File: config.mk
export PLATFORM = sky130hd
export DESIGN_NAME = multicycle_adder
export DESIGN_NICKNAME = d
export VERILOG_FILES = /design/src/rtl/multicycle_adder_pkg.sv /design/src/rtl/multicycle_adder_rca_chunk.sv /design/src/rtl/multicycle_adder.sv
export SDC_FILE = /design/constraint.sdc
export NUM_CORES = 1
export LEC_CHECK = 0
export ABC_AREA = 1
export CAP_MARGIN = 20
export CORE_UTILIZATION = 50
export DETAILED_ROUTE_END_ITERATION = 10
export PLACE_DENSITY = 0.74
export SLEW_MARGIN = 15
export SYNTH_ARGS = -nofsm -noshare
export SYNTH_HDL_FRONTEND = slang
export SYNTH_SLANG_ARGS = --single-unit
File: constraint.sdc
create_clock -name clk -period 4 [get_ports clk]
set_clock_uncertainty 0.15 [all_clocks]
set_input_delay 0.6 -clock clk [delete_from_list [all_inputs] [get_ports clk]]
set_output_delay 0.6 -clock clk [all_outputs]
set_load 0.005 [all_outputs]
File: src/rtl/multicycle_adder_pkg.sv
// Shared types and helpers for the multicycle adder.
package multicycle_adder_pkg;

    // Controller states: waiting, adding chunks, presenting a result.
    typedef enum logic [1:0] {
        IDLE = 2'd0,
        RUN  = 2'd1,
        DONE = 2'd2
    } state_t;

    // Width of the chunk index counter; a one-chunk adder still gets one bit.
    function automatic int idx_width(input int n);
        return (n > 1) ? $clog2(n) : 1;
    endfunction

endpackage

File: src/rtl/multicycle_adder_rca_chunk.sv
// CHUNK-bit combinational ripple-carry adder slice with MSB carry tap.
module rca_chunk #(
    parameter int W = 4
) (
    input  logic [W-1:0] a,
    input  logic [W-1:0] b,
    input  logic         ci,
    output logic [W-1:0] s,
    output logic         co,
    output logic         c_msb
);

    logic [W:0] ext_sum;

    // Add with one extra bit to capture the carry out of the slice.
    always_comb begin
        ext_sum = {1'b0, a} + {1'b0, b} + {{W{1'b0}}, ci};
        s       = ext_sum[W-1:0];
        co      = ext_sum[W];
        // The carry entering the MSB is recovered from the MSB sum equation.
        c_msb   = a[W-1] ^ b[W-1] ^ ext_sum[W-1];
    end

endmodule

File: src/rtl/multicycle_adder.sv
// Multicycle adder/subtractor: processes CHUNK bits per clock, LSB chunk first.
module multicycle_adder
    import multicycle_adder_pkg::*;
#(
    parameter int WIDTH = 8,
    parameter int CHUNK = 4   // WIDTH must be an integer multiple of CHUNK
) (
    input  logic             clk,
    input  logic             rst,
    input  logic             start,
    input  logic [WIDTH-1:0] x,
    input  logic [WIDTH-1:0] y,
    input  logic             c_in,
    input  logic             sub,
    output logic             busy,
    output logic             done,
    output logic [WIDTH-1:0] s,
    output logic             c_out,
    output logic             ovf
);

    localparam int N     = WIDTH / CHUNK;
    localparam int IDX_W = idx_width(N);

    state_t             state;
    state_t             state_next;
    logic [WIDTH-1:0]   x_r;
    logic [WIDTH-1:0]   y_r;       // already inverted for subtraction
    logic               carry;
    logic [IDX_W-1:0]   idx;
    logic [WIDTH-1:0]   acc;       // partial sums, kept off the s output
    logic [WIDTH-1:0]   result;
    logic               accept;
    logic               last_chunk;
    logic [CHUNK-1:0]   chunk_a;
    logic [CHUNK-1:0]   chunk_b;
    logic [CHUNK-1:0]   chunk_s;
    logic               chunk_co;
    logic               chunk_c_msb;

    // Start is honoured only when not busy; reset priority is handled in the registers.
    assign accept     = start && (state != RUN);
    assign last_chunk = (idx == IDX_W'(N - 1));
    assign chunk_a    = x_r[int'(idx) * CHUNK +: CHUNK];
    assign chunk_b    = y_r[int'(idx) * CHUNK +: CHUNK];

    rca_chunk #(
        .W(CHUNK)
    ) u_rca_chunk (
        .a    (chunk_a),
        .b    (chunk_b),
        .ci   (carry),
        .s    (chunk_s),
        .co   (chunk_co),
        .c_msb(chunk_c_msb)
    );

    // State register.
    always_ff @(posedge clk) begin
        // NOTE: sequential state uses non-blocking assignments so every register samples pre-edge values.
        if (rst) begin
            state <= IDLE;
        end else begin
            state <= state_next;
        end
    end

    // Next-state and status outputs.
    always_comb begin
        // NOTE: every output of this block gets a default first so no path leaves it unassigned (no latch).
        state_next = state;
        busy       = 1'b0;
        done       = 1'b0;
        case (state)
            IDLE: begin
                if (start) state_next = RUN;
            end
            RUN: begin
                busy = 1'b1;
                if (last_chunk) state_next = DONE;
            end
            DONE: begin
                done       = 1'b1;
                state_next = start ? RUN : IDLE;
            end
            default: state_next = IDLE;
        endcase
    end

    // Full-width result with the final chunk merged over the stored partial sums.
    always_comb begin
        result = acc;
        result[int'(idx) * CHUNK +: CHUNK] = chunk_s;
    end

    // Operand capture, chunk-by-chunk accumulation and result publication.
    always_ff @(posedge clk) begin
        // NOTE: every datapath register is reset so an aborted operation leaves no stale carry or index.
        if (rst) begin
            x_r   <= '0;
            y_r   <= '0;
            carry <= 1'b0;
            idx   <= '0;
            acc   <= '0;
            s     <= '0;
            c_out <= 1'b0;
            ovf   <= 1'b0;
        end else if (accept) begin
            x_r   <= x;
            y_r   <= sub ? ~y : y;
            carry <= sub | c_in;   // subtraction forces the +1 of two's complement
            idx   <= '0;
        end else if (state == RUN) begin
            acc[int'(idx) * CHUNK +: CHUNK] <= chunk_s;
            carry <= chunk_co;
            idx   <= idx + 1'b1;
            if (last_chunk) begin
                s     <= result;
                c_out <= chunk_co;
                ovf   <= chunk_c_msb ^ chunk_co;
            end
        end
    end

endmodule

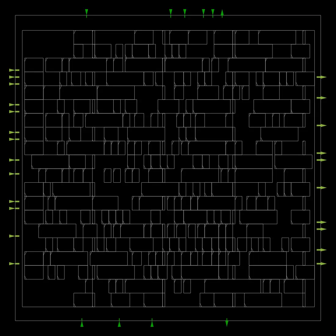
Fig. 1. Placement view (run 1).
post-route non-filler standard cell count: 303
area of the core region: 3130 µm²
Tapcells: 44
registers: 34
filler instances: 296

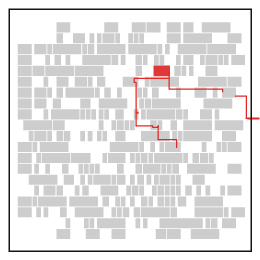
Fig. 2. I/O nets highlighted (run 1).
Drawn at 4 px/µm.
legend:
  busy:
    color: red
    bits: 1
    direction: output
    end_cells: 1
    wire: 65.2 µm

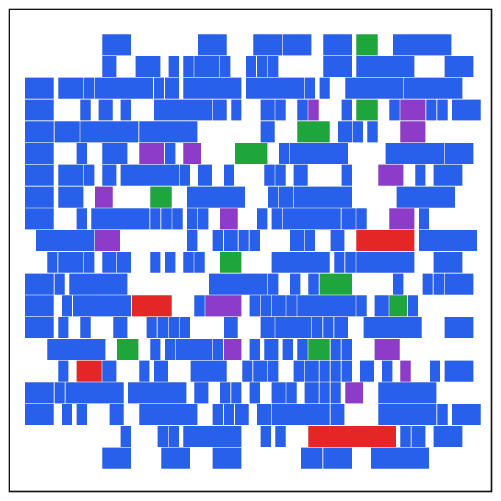
Fig. 3. Cell sizes after repair (run 1).
Drawn at 8 px/µm.
legend:
  x1 and smaller:
    color: blue
    cells: 230
  x2:
    color: purple
    cells: 15
  x3 and x4:
    color: green
    cells: 10
  x6 and larger:
    color: red
    cells: 4

==> run summary, run 1 <==
Implementation summary

The number of global-route vias before repair was about 1.4k. For this run, design rule violations remaining after detail routing come to 0. Counting the inverters off the clock network in the layout gives 26.

Power comes to 772 µW. The element type at the critical path end is a flop. The number of combinational gates with multiple inputs is 159. The residual overflow from global routing is 0. Note that the worst hold path type here is flop to flop. Once routing completed, OpenROAD measured the worst setup slack at 1.58 ns.

By area the synthesized netlist is led by dfxtp_1, nand2_1, nor2_1. The per-cell via count in the routed design is between 4 and 5. Per the layout report, the design carries 6 clock buffers. For reference, compound AND-OR and OR-AND cells occupy 12.2% of the area reported after synthesis. In this run, the synthesized area fraction spent on xor and xnor cells is recorded as a little over 4%.

The tally of max-capacitance violations is 0. The worst register-to-register path has a setup slack of between 1.5 and 2 ns. In the post-synthesis netlist, the cell with the most instances is nand2_1.

The average wire per cell in the routed design is around 11 µm. Hold analysis lists the worst path endpoint as s[6]. The worst reg2reg path depth is 9. The total clock sinks is 34. The classification of the worst setup path is flop to flop.

The vertical die dimension reported for this design is about 60 µm. Counting every instance in the synthesized netlist gives 227. In this run, post-CTS repair resized a total of 0 instances.

In this run the critical register-to-register path is launched from idx. The fraction of final cell area spent on clock buffers and inverters in this run is a little under 4%. The number of failing setup endpoints in the final timing report is 0.

The sequential cell area in the final layout is 681 µm². The worst hold slack after final layout is 0.300 ns. The buffer_ports step reported a buffer count of 32.

Looking at hold timing, the worst path starts from s[6]. The number of placed cells counting well taps is 296. The total placed instance area is 2010 µm². In this run, distinct cell masters in the synthesized netlist total 27. The chip occupies 3610 µm². For this run, the register share of the synthesized area comes to 40.3%. The number of H-tree branching levels is 2.

The total number of warnings across the stage logs is 26. The detailed router's first-iteration violation count is 53. The global-route wire length before repair is 5.62 mm. The total wire length is 3.22 mm. By instance count after routing, the leading logic cell type is nand2_1. The peak supply drop is 0.000237 V. The pin count of the biggest net entering global routing is 19. The initial antenna violation count is 0.

The number of storage elements in the synthesis netlist is 34. The flow measured a signed area growth from synthesis to layout of 23.9%. The synthesis report lists the Yosys warning total as 0. The CTS tree is yes. Looking at the post-CTS report, the setup buffer insertion count equals 0. The final route contains 1427 vias.

STA lists the endpoint of the worst register-to-register path as acc[1]. Yosys mapped a number of flops with a built-in enable equal to 0. The residual antenna-violating net count after detailed routing is 0.

The minimum setup slack after placement is 1.64 ns. The mux cell area share after synthesis is 0%. The post-route netlist has 11.2% of its cells at a drive strength greater than 1. The worst hold path was traced through 2 stages. The biggest area contributor in the post-synthesis netlist is dfxtp_1. The analysis attributes to cell leakage a power of 0.000951 µW. The logic share of the area is around two fifths.

The total clock buffers created by CTS is 5. The required time reported for the critical path endpoint is 4.12 ns. For this run, the post-layout net count is 285. The run finished with clean final reports.

The area share of and/or/nand/nor cells after synthesis is 28.8%. The max-slew check reports its worst relative slack as 69.2%. The non-clock buffering overhead in the final layout is 15.7%. The master cell of the clock root buffer is clkbuf_4. The placement summary gives the final routability congestion estimate as 0.880.

Among the non-sequential cells, simple AND/OR/NAND/NOR gates take the most area. Timing would allow up to 413 MHz. After clock tree synthesis, the clock-pin slew on the worst setup and hold paths is 0.10 ns. Per the post-run analysis, buffers plus inverters along the critical path come to 2. The count of instantiated cells in the yosys netlist is 227. Per STA, the highest per-stage delay on the worst path measures 0.57 ns. Setup repair after global routing left no endpoint under its margin.

The die width is around 60 µm. The final HPWL from detailed placement is 2.36 mm. After routing the design area is 2090 µm². The mapped cell area is 1690 µm². The number of ports placed on the die boundary is 33. The family of cells with the greatest summed delay on the critical path is adder cells. By count the netlist is led by nand2_1, dfxtp_1, nor2_1. The STA report counts the stages on the worst setup path as 9.

The most numerous cell type found on the critical path is nand2_1. After layout, the minimum clock period comes to between 2 and 2.5 ns. The area fraction in full adders, half adders and majority gates is 4.60%.

The top cell types in the final layout, fill and taps aside, are nand2_1, dfxtp_1, clkdlybuf4s50_1. STA classifies the critical path startpoint as a flop. The number of nets handed over by synthesis was 253. The utilization of the core after routing is 66.8%. For this design, the slowest cell found on the critical path is dfxtp_1. After layout, the buffer instance count without clock buffers stands at 33. Power spread over the standard cell area amounts to ~370 nW/µm². The cell sequence reported for the critical path is inv_1 -> nand2_1 -> nand2_1 -> fa_1 -> inv_1 -> fa_1 -> nand2_1 -> o21ai_0 -> nor2_1.

In the final timing run, aggregate negative setup slack is 0 ns. The layout report lists the multi-input gate area as 841 µm². The share of the core filled by cells before placement is 54.0%. After clock tree synthesis, the flow added hold-fix buffers numbering 0. The largest cell class by area is logic gates. The top cell type by area accounts for 40.3% of the synthesized area.

The largest driver fanout on the critical path is 11. OpenSTA lists the critical path endpoint as acc[1]. The proportion of synthesized flip-flops having asynchronous set or reset is 0%. The insertion delay at the late pin of the worst-skew pair is 0.34 ns. The floorplan row count is 20. The number of buffers on the longest clock path is 2.

The critical path starts at idx. After synthesis, the chip area reported by Yosys is 1690 µm². The final count of pins violating max slew is 0. The commonest register cell after synthesis is dfxtp_1. The antenna diode instance count is 0. Across every metal layer, demand over resource in global routing totals 21.1%. The period utilization is roughly three fifths. The transition time recorded at the tightest slew-check pin is 0.461 ns. The sequential fraction of total cell area is 32.6%. The worst path arrival time is ~2.5 ns. A synthesized cell averages ~7.4 µm². The final hold violation count recorded for this run is 0. The iteration tally of the first detailed-router pass is 4.
## run 1: sequential cells by signal (all words and copies together) (netlist names)
name and cells:
ovf 1, idx 1, state 2, c_out 1, acc 4, y_r 8, s 8, carry 1
x_r 8
## run 1: report_power, final
part           internal (µW)  leakage [µW]  total, µW  switching [µW]
Sequential               360      0.000279        372            12.5
Combinational           61.3      0.000628        144            83.0
Clock                    145     0.0000443        255             110
## run 1: metal layers
layer	vias to the layer above	track usage, %	routed length (µm)	share of wire, %
met5	-	0	0	0
met4	0	7.97	40	1.2
met3	6	7.36	144	4.5
met2	36	35.3	1540	48
met1	624	24.4	1490	46
li1	761	-	-	-
Fig. 4: run 1, wiring by layer
Drawn at 8 px/µm. Only two layers are drawn.
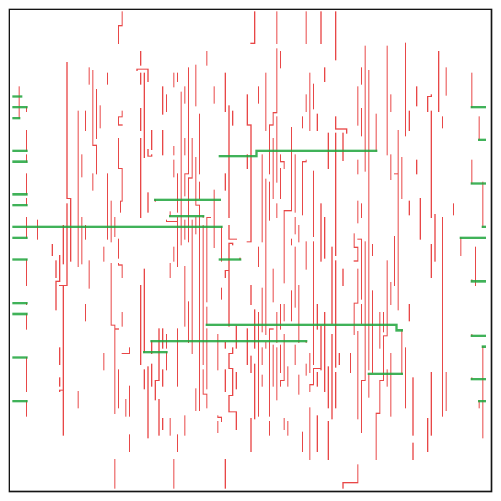

## Run 2: what changed since run 1
CORE_UTILIZATION = 46   (was 50)
PLACE_DENSITY = 0.71   (was 0.74)
clock period = 2.1 ns   (was 4 ns; I/O delays follow)
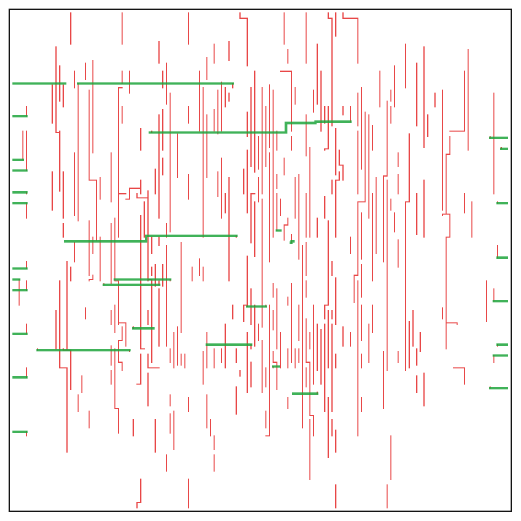
Fig. 5. Wiring by layer (run 2).
Drawn at 8 px/µm. Only two layers are drawn.
legend:
  M2:
    color: red
    wire_length: 1590 µm
  M3:
    color: green
    wire_length: 142 µm

==> run summary, run 2 <==
Implementation summary

The run finished, with violations left. The checks that failed: DRC. On the worst setup and hold paths after CTS, the clock-pin slew comes to 0.10 ns. In this run the tightest slew margin relative to its limit is just under 70%. Setup slack on the worst reg-to-reg path comes out at ~0.12 ns. The final route contains approximately 1.5k vias. The largest driver fanout on the critical path is 5. The layer with the highest usage after global routing is met2. The fraction of final cell area spent on clock buffers and inverters in this run is under 10%.

Routing resource usage on met3 recorded by global route was 4.38%. The reported clock group power is 375 µW. The worst hold slack after final layout is 0.298 ns. CTS saw 34 sinks. The number of storage elements in the synthesis netlist is 34. Total global-route track usage over all layers is between 10% and 20%.

The die width is 62.6 µm. The OpenROAD report gives the critical path a data arrival time of 1.53 ns. After detailed routing, the number of vias per cell comes to 4.76. Synthesis instantiated 27 different standard cells from the library. Looking at the setup timing report, the critical path kind is flop to output port. In this run, placement finished with an instance count of 302. Yosys stat counts 227 cells in the synthesized netlist.

Summed over all nets, wire length on met3 after detailed routing comes to around 140 µm. The fraction of layout instances using a drive strength above 1 is 14.0%. The sequential fraction of total cell area is about a third. The accumulated negative setup slack is 0 ns. The remaining design rule violation count is 2. The tool flagged a number of max-cap violations equal to 0. The first global-routing pass estimated 5.88 mm of wire. Buffers placed on the I/O ports in this run total 32.

CTS placed an instance of clkbuf_4 at the clock tree root. The total cell area reported by yosys after synthesis is 1690 µm². The largest registers in the layout are s: 8 flops, x_r: 8 flops, y_r: 8 flops.

When the netlist entered floorplanning its net count stood at 253. The worst setup path is launched from a flop. The total die area is just under 4000 µm².

In the synthesized netlist the async set-or-reset flop fraction comes to 0%. The H-tree was split into 2 levels. The core box area is 3420 µm². 33 I/O pins were placed. The final cell count without fillers is 310.

The mapped cell area is 1690 µm². Before antenna repair, the detailed router went through 7 iterations. The portion of the post-synthesis area used by sequential elements is 40.3%. The number of combinational gates with multiple inputs is around 160.

The count of filler cells inserted in the layout is 350. The total of clock buffers placed in the layout is 7. The heaviest power group is registers. The detailed router's first-iteration violation count is 48.

For this run, the script counts the antenna cells in the layout as 0. In the final layout, excluding clock inverters the inverter count is 26. Setup repair after global routing left no endpoint under its margin. The total number of warnings across the stage logs is 26. The OpenROAD report gives the critical path a required time of 1.63 ns.

The element type at the critical path end is an output port. The area of combinational cells with multiple inputs is roughly 850 µm². The number of hold buffers added after CTS is 0.

The instance tally after logic synthesis is 227. The commonest register cell after synthesis is dfxtp_1. VDD sags by at most between 0.0003 and 0.0004 V.

The most common logic cell in the routed design is nand2_1. The final timing report counts setup violations totalling 0.
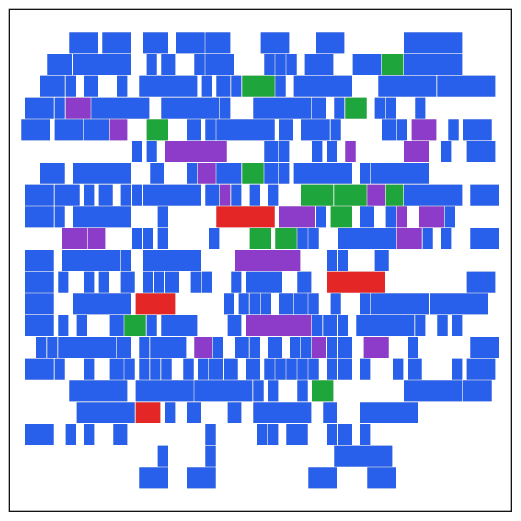
Fig. 6. Cell sizes after repair (run 2).
Drawn at 8 px/µm.
legend:
  x1 and smaller:
    color: blue
    cells: 227
  x6 and larger:
    color: red
    cells: 4
  x3 and x4:
    color: green
    cells: 13
  x2:
    color: purple
    cells: 20
number of buffers other than clock buffers in the final layout: 37
area delta synth->final: 25.6%
crit path setup slack, layout: 0.108 ns
cell area after layout: 2120 µm²

-- run 2: cell counts after synthesis --
Identical to the previous run, type by type.
-- run 2: final timing paths --
path,from,cells after the start,endpoint
worst max-delay path,state[0],3,busy
worst min-delay path,s[6],2,s[6]
worst max register to register,idx,12,ovf
worst min register to register,s[6],2,s[6]
-- run 2: kinds of logic after synthesis --
| kind of cell | synth area share (%) |
|---|---|
| and+or+nand+nor | 28.8 |
| DFF | 40.3 |
| AOI/OAI and AO/OA | 12.2 |
| adders and majority gates | 4.60 |
| xor gates and xnor gates | 4.15 |
| buffers and inverters | 9.86 |
-- run 2: critical path: stages, from the launching register on --
cell             delay [ns]
dfxtp_1                0.39
inv_2                  0.07
nor2_4                 0.18
clkdlybuf4s50_1        0.55
## Run 3: what changed since run 2
CORE_UTILIZATION = 50   (was 46)
PLACE_DENSITY = 0.74   (was 0.71)
clock period = 2.25 ns   (was 2.1 ns; I/O delays follow)
==> run summary, run 3 <==
Implementation summary

The flow reported a cell area power density of 605 nW/µm². In this run, distinct cell masters in the synthesized netlist total 27. The mapped cell area is 1690 µm². At the end of the flow, the number of nets in the layout was about 290. After synthesis, the largest area contributor takes up about two fifths of total cell area.

The share of the core filled by cells before placement is 54.0%. The instance tally after logic synthesis is roughly 230. The run finished with clean final reports. The synthesized net count is 253. The tally of max-capacitance violations is 0. The chip height is 60.1 µm.

The flow reports that the clock network draws between 20% and 30% of the design power. The area share of xor/xnor cells in the synthesized design is 4.15%. The fraction of final cell area spent on non-clock buffers in this run is 16.2%. The power spent charging and discharging nets is 384 µW.

The HPWL after detailed placement is between 2 and 2.5 mm. For this run, the final setup violation count is recorded as 0. The largest driver fanout on the critical path is 10. The number of clock sinks came to 34. The cell type with the highest occurrence count on the critical path is nand2_1. The master cell of the clock root buffer is clkbuf_4. The most common logic cells in the final layout are nand2_1, dfxtp_1, clkdlybuf4s50_1.

The detailed router's first-iteration violation count is 44. Setup repair after global routing left no endpoint under its margin. The total of clock buffers placed in the layout is 5.

VDD sags by at most 0.000446 V. The routed layout has between 1k and 1.5k vias. The number of combinational gates with multiple inputs is 159. The portion of the layout cell area used by clock cells is 2.30%.

The final cell count without fillers is 304. The per-cell via count in the routed design is 4.83. The final antenna diode tally reported by the flow is 0.

The average wire per cell in the routed design is 10.9 µm. Among the non-sequential cells, simple AND/OR/NAND/NOR gates take the most area. The fraction of layout instances using a drive strength above 1 is between 10% and 20%. Summing the areas of all and, or, nand and nor instances in the mapped netlist gives slightly below 30% of the synthesized area. The power attributed to combinational cells is 269 µW. Per STA, the startpoint of the critical path is idx. Headroom to the max-slew limit came out at 70.1%. Including well taps, the total number of placed cells is 297. After layout, the inverter instance count without clock inverters stands at 26. STA classifies the critical path startpoint as a flop. The area fraction in full adders, half adders and majority gates is around 4.6%. The launch point of the worst register-to-register path is recorded as idx. The logic share of the area is 40.7%. Summing all multiplexer cells gives an area fraction of 0%. The class of the worst hold path is flop to flop. The weighted congestion at the end of routability-driven global placement is 0.802. The pin closest to its max-slew limit shows a slew of 0.448 ns. Entering global routing, the biggest net connects 19 pins. After floorplanning, the die was sized to cover 3610 µm².

The largest area contributor in the netlist is dfxtp_1. Per the layout report, the design carries 34 non-clock buffers. The number of global-route vias before repair is about 1.4k. The worst path needs 2.07 ns of the cycle, external delays included.

The total cell area reported by yosys after synthesis is between 1500 and 2000 µm². The clock slew seen by the registers of the worst setup and hold paths is 0.10 ns. Post-CTS repair changed the size of 0 cells. The total clock buffers created by CTS is 5. The worst register-to-register path has a depth of 11.

Tap insertion was completed with 44 tapcells. The registers reported with the highest flop counts are s: 8 flops, x_r: 8 flops, y_r: 8 flops. The start point of the worst hold path is s[1]. In this run, the synthesized area fraction spent on AND-OR/OR-AND gates is recorded as 12.2%.

The critical path's largest stage delay is 0.43 ns. Routing resource usage on met2 recorded by global route was 38.3%. The layer with the highest usage after global routing is met2. The area of combinational cells with multiple inputs is 841 µm².

The met3 layer usage reported by global route is 6.71%. Hold analysis shows the worst path with a depth of 2. The worst path arrival time is 2.17 ns.

There are 34 flip-flops and latches. nand2_1 is the most common cell in the netlist. The clock passes through at most 2 buffers.

The count of nets left with antenna violations once routing finished came out at 0. In the final layout, flip-flops and latches occupy 681 µm². The DRC violation total left in the routed layout is recorded as 0. TritonCTS built the clock tree. The post-synthesis area per instance is 7.44 µm².

In this run, synthesis produced a sequential element count of 34. The most common logic cell in the routed design is nand2_1. The main area contributors are dfxtp_1, nand2_1, nor2_1. The floorplan row count is 20.

Pins over their slew limit in the final report were tallied at 0. The number of enable-type register cells in the synthesized netlist is 0. The cell with the biggest individual delay on the critical path is fa_1. Switching power as a fraction of the total was reported as 30.7%. The count of filler cells inserted in the layout is 319.

The clock H-tree reported by CTS has 2 levels. The first detailed-routing pass ran for 4 iterations. The part of the power in registers is 52.8%. The number of ports placed on the die boundary is 33. The number of hold buffers added after CTS is 0. The die is 60.1 µm wide. The destination of the worst register-to-register timing path is ovf. Buffers placed on the I/O ports in this run total 32. Per report_power, the combinational group accounts for a little over a fifth of the total. The clock network consumes a total of 320 µW.

In this run the standard cell core region covers 3130 µm². The total of warnings raised by yosys is 0. For hold timing, the worst endpoint is s[1]. The worst setup path is captured at a flop.

The proportion of synthesized flip-flops having asynchronous set or reset is 0%. The commonest register cell after synthesis is dfxtp_1. The accumulated negative setup slack is 0 ns. The setup slack of the worst register-to-register path is 0.18 ns. The leakage power of the design is 0.000943 µW. For the worst-skew pair, the clock arrives at the later sink with an insertion delay of 0.34 ns. Among all cell classes, the greatest summed area belongs to logic gates. The total wire length is 3.31 mm.
-- run 3: worst max-delay path: cells and delay by family (launching register included) --
family	cells	cell delay [ns]
adder cells (fa/ha/maj)	2	0.65
buffers and inverters	2	0.26
flip-flops	1	0.33
AND/OR/NAND/NOR	7	0.58
-- run 3: per-stage QoR --
stage	worst slack, ns	total power, µW	hold slack (ns)	cell area (µm²)	util, %
after global routing	0.0230	1320	0.313	2060	66.0
after floorplan	0.318	857	0.271	1690	-
after detailed placement	0.174	940	0.281	2020	64.5
final	0.175	1250	0.296	2060	66.0
after global placement	0.252	934	0.276	2020	64.5
after CTS	0.148	1250	0.300	2060	66.0
-- run 3: per-layer routing --
layer,routed length (µm),share of wire [%]
met5,0,0
met1,1480,45
met3,129,3.9
met2,1610,49
met4,101,3.0
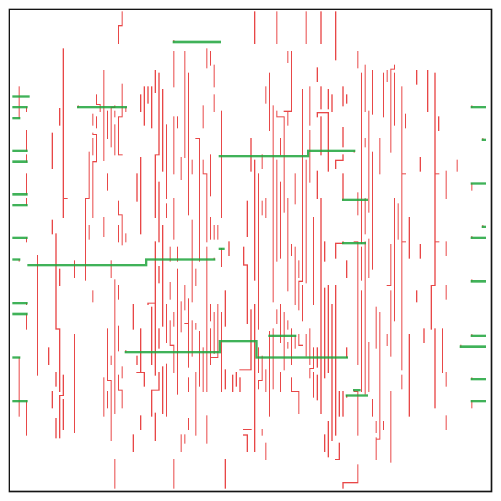
Fig. 7. Wiring by layer (run 3).
Drawn at 8 px/µm. Only two layers are drawn.
legend:
  M3:
    color: green
    wire_length: 129 µm
  M2:
    color: red
    wire_length: 1610 µm

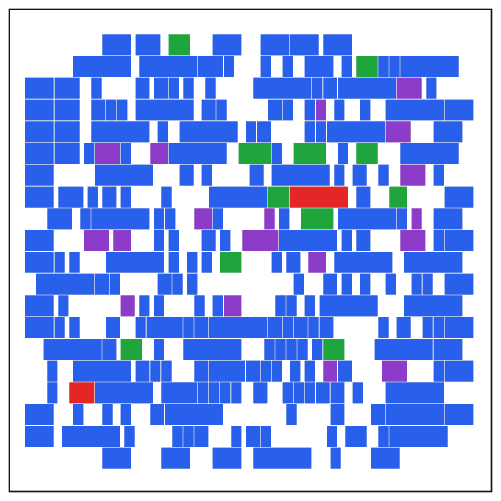
Fig. 8. Cell sizes after repair (run 3).
Drawn at 8 px/µm.
legend:
  x1 and smaller:
    color: blue
    cells: 229
  x6 and larger:
    color: red
    cells: 2
  x2:
    color: purple
    cells: 18
  x3 and x4:
    color: green
    cells: 11


==> notes/layouts.md <==
Pictures saved along the way, in no particular order.

I/O pins on the die edge.
Drawn at 8 px/µm. Pins as bars across the die edge, other pins in gray.
(a)
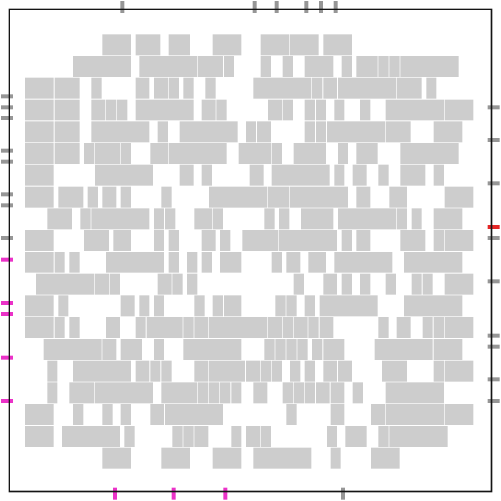
(b)
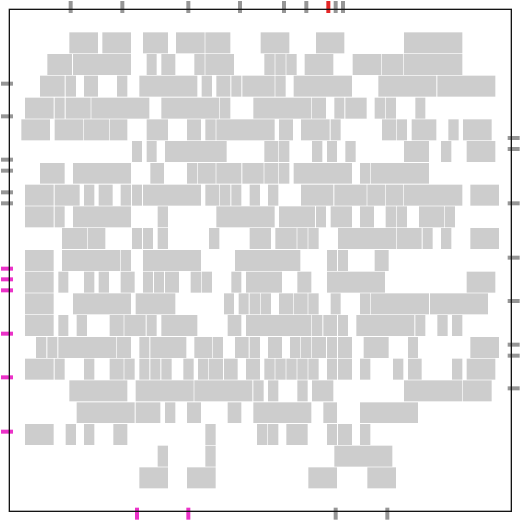
run 3: (a)
run 2: (b)

Key to (b):
legend:
  busy:
    color: red
    pins: 1
    direction: output
    edge: north
  x:
    color: magenta
    pins: 8
    direction: input
    edge: 6 west, 2 south
all pins by edge: 12 west, 9 north, 8 east, 4 south

Power and IR drop assume default switching activity.
